## config.mk

```make
export PLATFORM = sky130hd
export DESIGN_NAME = julia_dispatcher
export DESIGN_NICKNAME = d
export VERILOG_FILES = /design/src/rtl/julia_pkg.sv /design/src/rtl/rr_arbiter.sv /design/src/rtl/julia_dispatcher.sv
export SDC_FILE = /design/constraint.sdc
export NUM_CORES = 1
export LEC_CHECK = 0
export ABC_AREA = 1
export CAP_MARGIN = 20
export CELL_PAD_IN_SITES_DETAIL_PLACEMENT = 0
export CELL_PAD_IN_SITES_GLOBAL_PLACEMENT = 1
export CORE_MARGIN = 1
export CORE_UTILIZATION = 39
export CTS_CLUSTER_SIZE = 10
export DETAILED_ROUTE_END_ITERATION = 10
export GPL_TIMING_DRIVEN = 0
export HOLD_SLACK_MARGIN = 0.08
export PLACE_DENSITY = 0.87
export SLEW_MARGIN = 20
export SYNTH_ARGS = -nofsm -noshare
export SYNTH_HDL_FRONTEND = slang
export SYNTH_SLANG_ARGS = --single-unit
```

## constraint.sdc

```tcl
create_clock -name clk -period 3.4 [get_ports clk]
set_clock_uncertainty 0.1 [all_clocks]
set_input_delay 0.34 -clock clk [delete_from_list [all_inputs] [get_ports clk]]
set_output_delay 0.34 -clock clk [all_outputs]
set_load 0.05 [all_outputs]
```

## src/rtl/julia_pkg.sv

```systemverilog
// Shared types and default geometry for the Julia renderer: dispatcher FSM states,
// default coordinate width and frame size, and a ring-index helper for the arbiters.
package julia_pkg;

    localparam int unsigned DEF_COORD_W = 10;
    localparam int unsigned DEF_IMG_W   = 640;
    localparam int unsigned DEF_IMG_H   = 480;

    typedef enum logic [1:0] {
        StIdle,
        StDispatch,
        StDrain,
        StDone
    } disp_state_e;

    // Index preceding idx on a ring of n slots.
    function automatic int unsigned prev_idx(int unsigned idx, int unsigned n);
        return (idx + n - 1) % n;
    endfunction

endpackage

```

## src/rtl/rr_arbiter.sv

```systemverilog
// Combinational round-robin arbiter: the highest priority goes to last+1 and
// rotates upward. No grant is produced unless advance is high.
module rr_arbiter #(
    parameter int unsigned N   = 4,
    parameter int unsigned WID = (N > 1) ? $clog2(N) : 1
) (
    input  logic [N-1:0]   req,
    input  logic           advance,
    input  logic [WID-1:0] last,
    output logic [N-1:0]   gnt,
    output logic [WID-1:0] gnt_idx,
    output logic           any
);

    logic [WID-1:0] cand;

    always_comb begin
        gnt     = '0;
        gnt_idx = '0;
        any     = 1'b0;
        cand    = '0;
        for (int unsigned i = 1; i <= N; i++) begin
            cand = WID'((32'(last) + i) % N);
            if (advance && !any && req[cand]) begin
                any       = 1'b1;
                gnt[cand] = 1'b1;
                gnt_idx   = cand;
            end
        end
    end

endmodule

```

## src/rtl/julia_dispatcher.sv

```systemverilog
// Frame scheduler for a bank of Julia workers. It issues raster-order pixel jobs to idle
// workers and funnels their finished results onto the single memory write port.
module julia_dispatcher
    import julia_pkg::*;
#(
    parameter int unsigned NUM_WORKERS = 4,
    parameter int unsigned IMG_W       = DEF_IMG_W,
    parameter int unsigned IMG_H       = DEF_IMG_H,
    parameter int unsigned COORD_W     = DEF_COORD_W,
    localparam int unsigned WID        = $clog2(NUM_WORKERS)
) (
    input  logic                   clk,
    input  logic                   rst,
    input  logic                   frame_start,
    output logic                   busy,
    output logic                   frame_done,
    input  logic [NUM_WORKERS-1:0] jw_ready,
    output logic [NUM_WORKERS-1:0] jw_start,
    output logic [COORD_W-1:0]     job_x,
    output logic [COORD_W-1:0]     job_y,
    input  logic [NUM_WORKERS-1:0] jw_done,
    output logic [NUM_WORKERS-1:0] jw_mc_done,
    output logic                   mc_wr_valid,
    output logic [WID-1:0]         mc_wr_sel,
    output logic [COORD_W-1:0]     mc_wr_x,
    output logic [COORD_W-1:0]     mc_wr_y,
    input  logic                   mc_wr_ack
);

    disp_state_e            state_q, state_d;
    logic [COORD_W-1:0]     x_q, x_d, y_q, y_d;
    logic [NUM_WORKERS-1:0] busy_q, busy_d;
    // Pointers hold the index that gets first priority on the next arbitration.
    logic [WID-1:0]         iss_ptr_q, iss_ptr_d, wr_ptr_q, wr_ptr_d;
    logic [NUM_WORKERS-1:0] wgnt_oh_q, wgnt_oh_d;
    logic [WID-1:0]         wgnt_idx_q, wgnt_idx_d;
    logic [COORD_W-1:0]     cx_q [NUM_WORKERS];
    logic [COORD_W-1:0]     cy_q [NUM_WORKERS];

    logic [NUM_WORKERS-1:0] iss_req, iss_gnt, wr_req, wr_gnt, wr_ack_vec;
    logic [WID-1:0]         iss_idx, wr_idx, iss_last, wr_last;
    logic                   iss_any, wr_any, iss_en, wr_en, wr_ack, last_pix, x_wrap;

    assign iss_req  = jw_ready & ~busy_q;
    assign iss_en   = (state_q == StDispatch);
    assign iss_last = WID'(prev_idx(32'(iss_ptr_q), NUM_WORKERS));

    assign wr_req   = jw_done & busy_q;
    assign wr_en    = (state_q != StIdle) && (wgnt_oh_q == '0);
    assign wr_last  = WID'(prev_idx(32'(wr_ptr_q), NUM_WORKERS));

    rr_arbiter #(
        .N   (NUM_WORKERS),
        .WID (WID)
    ) u_iss_arb (
        .req     (iss_req),
        .advance (iss_en),
        .last    (iss_last),
        .gnt     (iss_gnt),
        .gnt_idx (iss_idx),
        .any     (iss_any)
    );

    rr_arbiter #(
        .N   (NUM_WORKERS),
        .WID (WID)
    ) u_wr_arb (
        .req     (wr_req),
        .advance (wr_en),
        .last    (wr_last),
        .gnt     (wr_gnt),
        .gnt_idx (wr_idx),
        .any     (wr_any)
    );

    assign x_wrap     = (x_q == COORD_W'(IMG_W - 1));
    assign last_pix   = x_wrap && (y_q == COORD_W'(IMG_H - 1));
    assign wr_ack     = (wgnt_oh_q != '0) && mc_wr_ack;
    assign wr_ack_vec = mc_wr_ack ? wgnt_oh_q : '0;

    always_comb begin
        state_d    = state_q;
        x_d        = x_q;
        y_d        = y_q;
        busy_d     = (busy_q | iss_gnt) & ~wr_ack_vec;
        iss_ptr_d  = iss_ptr_q;
        wr_ptr_d   = wr_ptr_q;
        wgnt_oh_d  = wgnt_oh_q;
        wgnt_idx_d = wgnt_idx_q;

        case (state_q)
            StIdle:     if (frame_start) state_d = StDispatch;
            StDispatch: if (iss_any && last_pix) state_d = StDrain;
            StDrain:    if (busy_q == '0) state_d = StDone;
            StDone:     state_d = StIdle;
            default:    state_d = StIdle;
        endcase

        if (state_q == StIdle && frame_start) begin
            x_d = '0;
            y_d = '0;
        end else if (iss_any) begin
            if (x_wrap) begin
                x_d = '0;
                y_d = last_pix ? '0 : y_q + COORD_W'(1);
            end else begin
                x_d = x_q + COORD_W'(1);
            end
        end

        if (iss_any) iss_ptr_d = WID'((32'(iss_idx) + 1) % NUM_WORKERS);

        // Grant is released on ack and re-evaluated only in the following cycle.
        if (wr_ack) begin
            wgnt_oh_d = '0;
            wr_ptr_d  = WID'((32'(wgnt_idx_q) + 1) % NUM_WORKERS);
        end else if (wr_any) begin
            wgnt_oh_d  = wr_gnt;
            wgnt_idx_d = wr_idx;
        end
    end

    always_ff @(posedge clk) begin
        if (rst) begin
            state_q    <= StIdle;
            x_q        <= '0;
            y_q        <= '0;
            busy_q     <= '0;
            iss_ptr_q  <= '0;
            wr_ptr_q   <= '0;
            wgnt_oh_q  <= '0;
            wgnt_idx_q <= '0;
        end else begin
            state_q    <= state_d;
            x_q        <= x_d;
            y_q        <= y_d;
            busy_q     <= busy_d;
            iss_ptr_q  <= iss_ptr_d;
            wr_ptr_q   <= wr_ptr_d;
            wgnt_oh_q  <= wgnt_oh_d;
            wgnt_idx_q <= wgnt_idx_d;
        end
    end

    always_ff @(posedge clk) begin
        if (rst) begin
            for (int i = 0; i < NUM_WORKERS; i++) begin
                cx_q[i] <= '0;
                cy_q[i] <= '0;
            end
        end else if (iss_any) begin
            cx_q[iss_idx] <= x_q;
            cy_q[iss_idx] <= y_q;
        end
    end

    assign busy        = (state_q != StIdle);
    assign frame_done  = (state_q == StDone);
    assign jw_start    = iss_gnt;
    assign job_x       = iss_any ? x_q : '0;
    assign job_y       = iss_any ? y_q : '0;
    assign mc_wr_valid = (wgnt_oh_q != '0);
    assign mc_wr_sel   = mc_wr_valid ? wgnt_idx_q : '0;
    assign mc_wr_x     = mc_wr_valid ? cx_q[wgnt_idx_q] : '0;
    assign mc_wr_y     = mc_wr_valid ? cy_q[wgnt_idx_q] : '0;
    assign jw_mc_done  = wr_ack_vec;

endmodule

```

Clock distribution:
(3 px per micron)
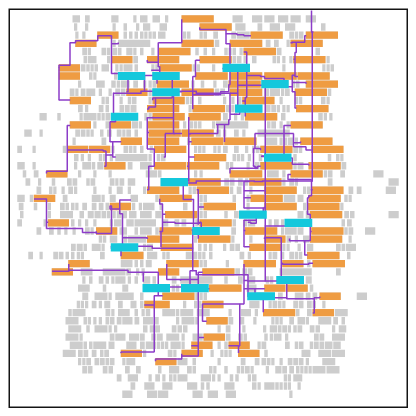
[flip-flops] orange | count: 118
[clock-net drivers] cyan | count: 17
[clock wires] purple | length: 1540 microns
routed clock nets	18
share of total power in the clock network: 27.5%
clk pwr: 2.01 mW
insertion delay of the later-clocked pin in the worst-skew pair: 0.41 ns

Signal wires on met3:
(2 px per micron) Cells faint in the background.
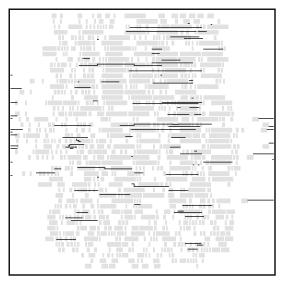
main direction	horizontal
share of all routed wire	4.9%
wire length on this layer	809 microns
nets with wire on the layer	67
longest straight run	36.3 microns
vias: 5655
GRT met3 Usage: 3.58%
final wirelength: 16400 microns

[metrics by stage]
step                total power [mW]  setup TNS, ns
finish                          7.31              0
global route                    7.72              0
detailed placement              5.22         -10.81
floorplan                       4.32              0
global placement                5.15         -20.63
CTS                             7.32              0
[path summary, 6_finish.rpt]
path / from / end / slack [ns] / depth (start not counted)
worst min-delay path: rst / busy_q[3]$_SDFF_PP0_ / 0.33 / 4
worst max register to register: iss_ptr_q[0]$_SDFFE_PP0N_ / cy_q[1][3]$_SDFFCE_PN0P_ / 0.34 / 12
worst max-delay path: register / mc_wr_x[8] / 0.14 / 7
worst min register to register: y_q[4]$_SDFFE_PP0P_ / y_q[4]$_SDFFE_PP0P_ / 0.40 / 2
[sequential cells by signal (all words and copies together), names as in the netlist, named ones only]
register    flops
y_q            10
wgnt_oh_q       4
state_q         2
cy_q           40
wr_ptr_q        2
busy_q          4
iss_ptr_q       2
wgnt_idx_q      2
x_q            10
cx_q           40
[report_power, final]
| part | switching (mW) | internal, mW |
|---|---|---|
| Sequential | 0.141 | 1.92 |
| Clock | 0.643 | 1.36 |
| Combinational | 2.27 | 0.972 |
[cells by family (layout without fill, tap and decap cells)]
family                   after synthesis  in the layout  share of synthesized area (%)
AND/OR/NAND/NOR                      413            413                           28.0
buffers and inverters                134            234                           8.43
flip-flops                           118            118                           47.9
adder cells (fa/ha/maj)               23             23                           4.36
XOR/XNOR                               9              9                           1.19
AND-OR/OR-AND                        127            127                           10.1
[routing by layer]
layer / routed length, microns / global-route usage, %
met1: 7710 / 25.8
met2: 7620 / 31.6
met3: 809 / 3.58
met4: 307 / 6.98
met5: 0 / 0
[worst max-delay path, delay by kind of cell (launching register included)]
kind / cells / cell delay (ns)
buffers and inverters: 3 / 1.54
AND-OR/OR-AND: 2 / 0.39
flip-flops: 1 / 0.30
AND/OR/NAND/NOR: 2 / 0.18
[cell type report]
type / instances / area (sq um)
plain buffers: 31 / 175
clock inverters: 15 / 234
flip-flops and latches: 118 / 3170
inverters: 103 / 387
well taps: 220 / 275
clock buffers: 17 / 425
repair buffers: 68 / 586
multi-input cells: 572 / 2900
fillers: 1618 / 8430
[what timing repair did]
action | in CTS | in global routing
resized | 68 | 62
setup buffers | 4 | 0
pin swaps | 1 | 0
endpoints found under the setup margin | 84 | 65
==> impl_metrics.toml <==
# flow metrics
[sta]
timing.final.ws_setup_ns = 0.136
achievable-frequency_ghz = 0.306
maxSlewViolCount = 0
timing.final.hold_violations = 0
final_min_period_over_clock_period_pct = 96.0
fin_worst_hold_slack_ns = 0.326
setup-violations-final = 0
rsz0062_at_grt = "false"

[layout]
area_growth_pct = 23.4
stdcell_area_sq_um = 8150
post_route_cells_drive_above_1_share_pct = 13.1
layout.core_utilization_pct = 49.1
layout.cells.most_common_list = "sky130_fd_sc_hd__nor2_1 (195), sky130_fd_sc_hd__nand2_1 (111), sky130_fd_sc_hd__inv_1 (91), sky130_fd_sc_hd__edfxtp_1 (80), sky130_fd_sc_hd__o21ai_0 (70)"
fin_nets = 946
lay_top_count = "sky130_fd_sc_hd__nor2_1"

[logic_synthesis]
synth.net_count = 859
synthFlopType = "sky130_fd_sc_hd__edfxtp_1"
postSynth.asyncResetShare_pct = 0
ys.warnings.count = 0
post-synth-top-count-cell = "sky130_fd_sc_hd__nor2_1"
synth.lib_cells_used.distinct = 34
synth-cells-yosys = 824
synth-edff-count = 80
post_synth_design_cell_area_sq_um = 6610
synth_flops = 118
yosysSeqAreaShare_pct = 47.9
post-synth-top-area-cell = "sky130_fd_sc_hd__edfxtp_1"
average_cell_area_after_synthesis_sq_um = 8.02

[clocking]
cts-buffers-inserted = 17
holdBufCountCts = 0
clock_tree.root_cell = "sky130_fd_sc_hd__clkbuf_16"
clk_buf_depth = 2
clock_sinks = 118
cts.clk_slew.worst_paths_ns = 0.05

[power]
cellLeakagePower_nw = 3.36

[status]
status = "finished, final reports clean"

[critical_path]
max_stage_delay_ns = 0.85
worst_setup_path_start_kind = "register"
slowest_stage = "sky130_fd_sc_hd__clkdlybuf4s50_1"
cp_cell_sequence = "clkbuf_1, clkbuf_1, nor2_1, nor2_1, o21ai_0, a21oi_1, clkdlybuf4s50_1"

[place]
dp_slack_ns = -0.430
globalplace.congestion = 0.865
buffers_added_on_ports = 63
detailed_place.area_sq_um = 7530

[die]
floorplan.core_util_pct = 39.8
die_h_microns = 132

[global_routing]
first_pass_grt_wire_length_microns = 26700

[detailed_routing]
routedWlPerCell_microns = 14.4
Power is estimated from default activity; no workload was simulated.
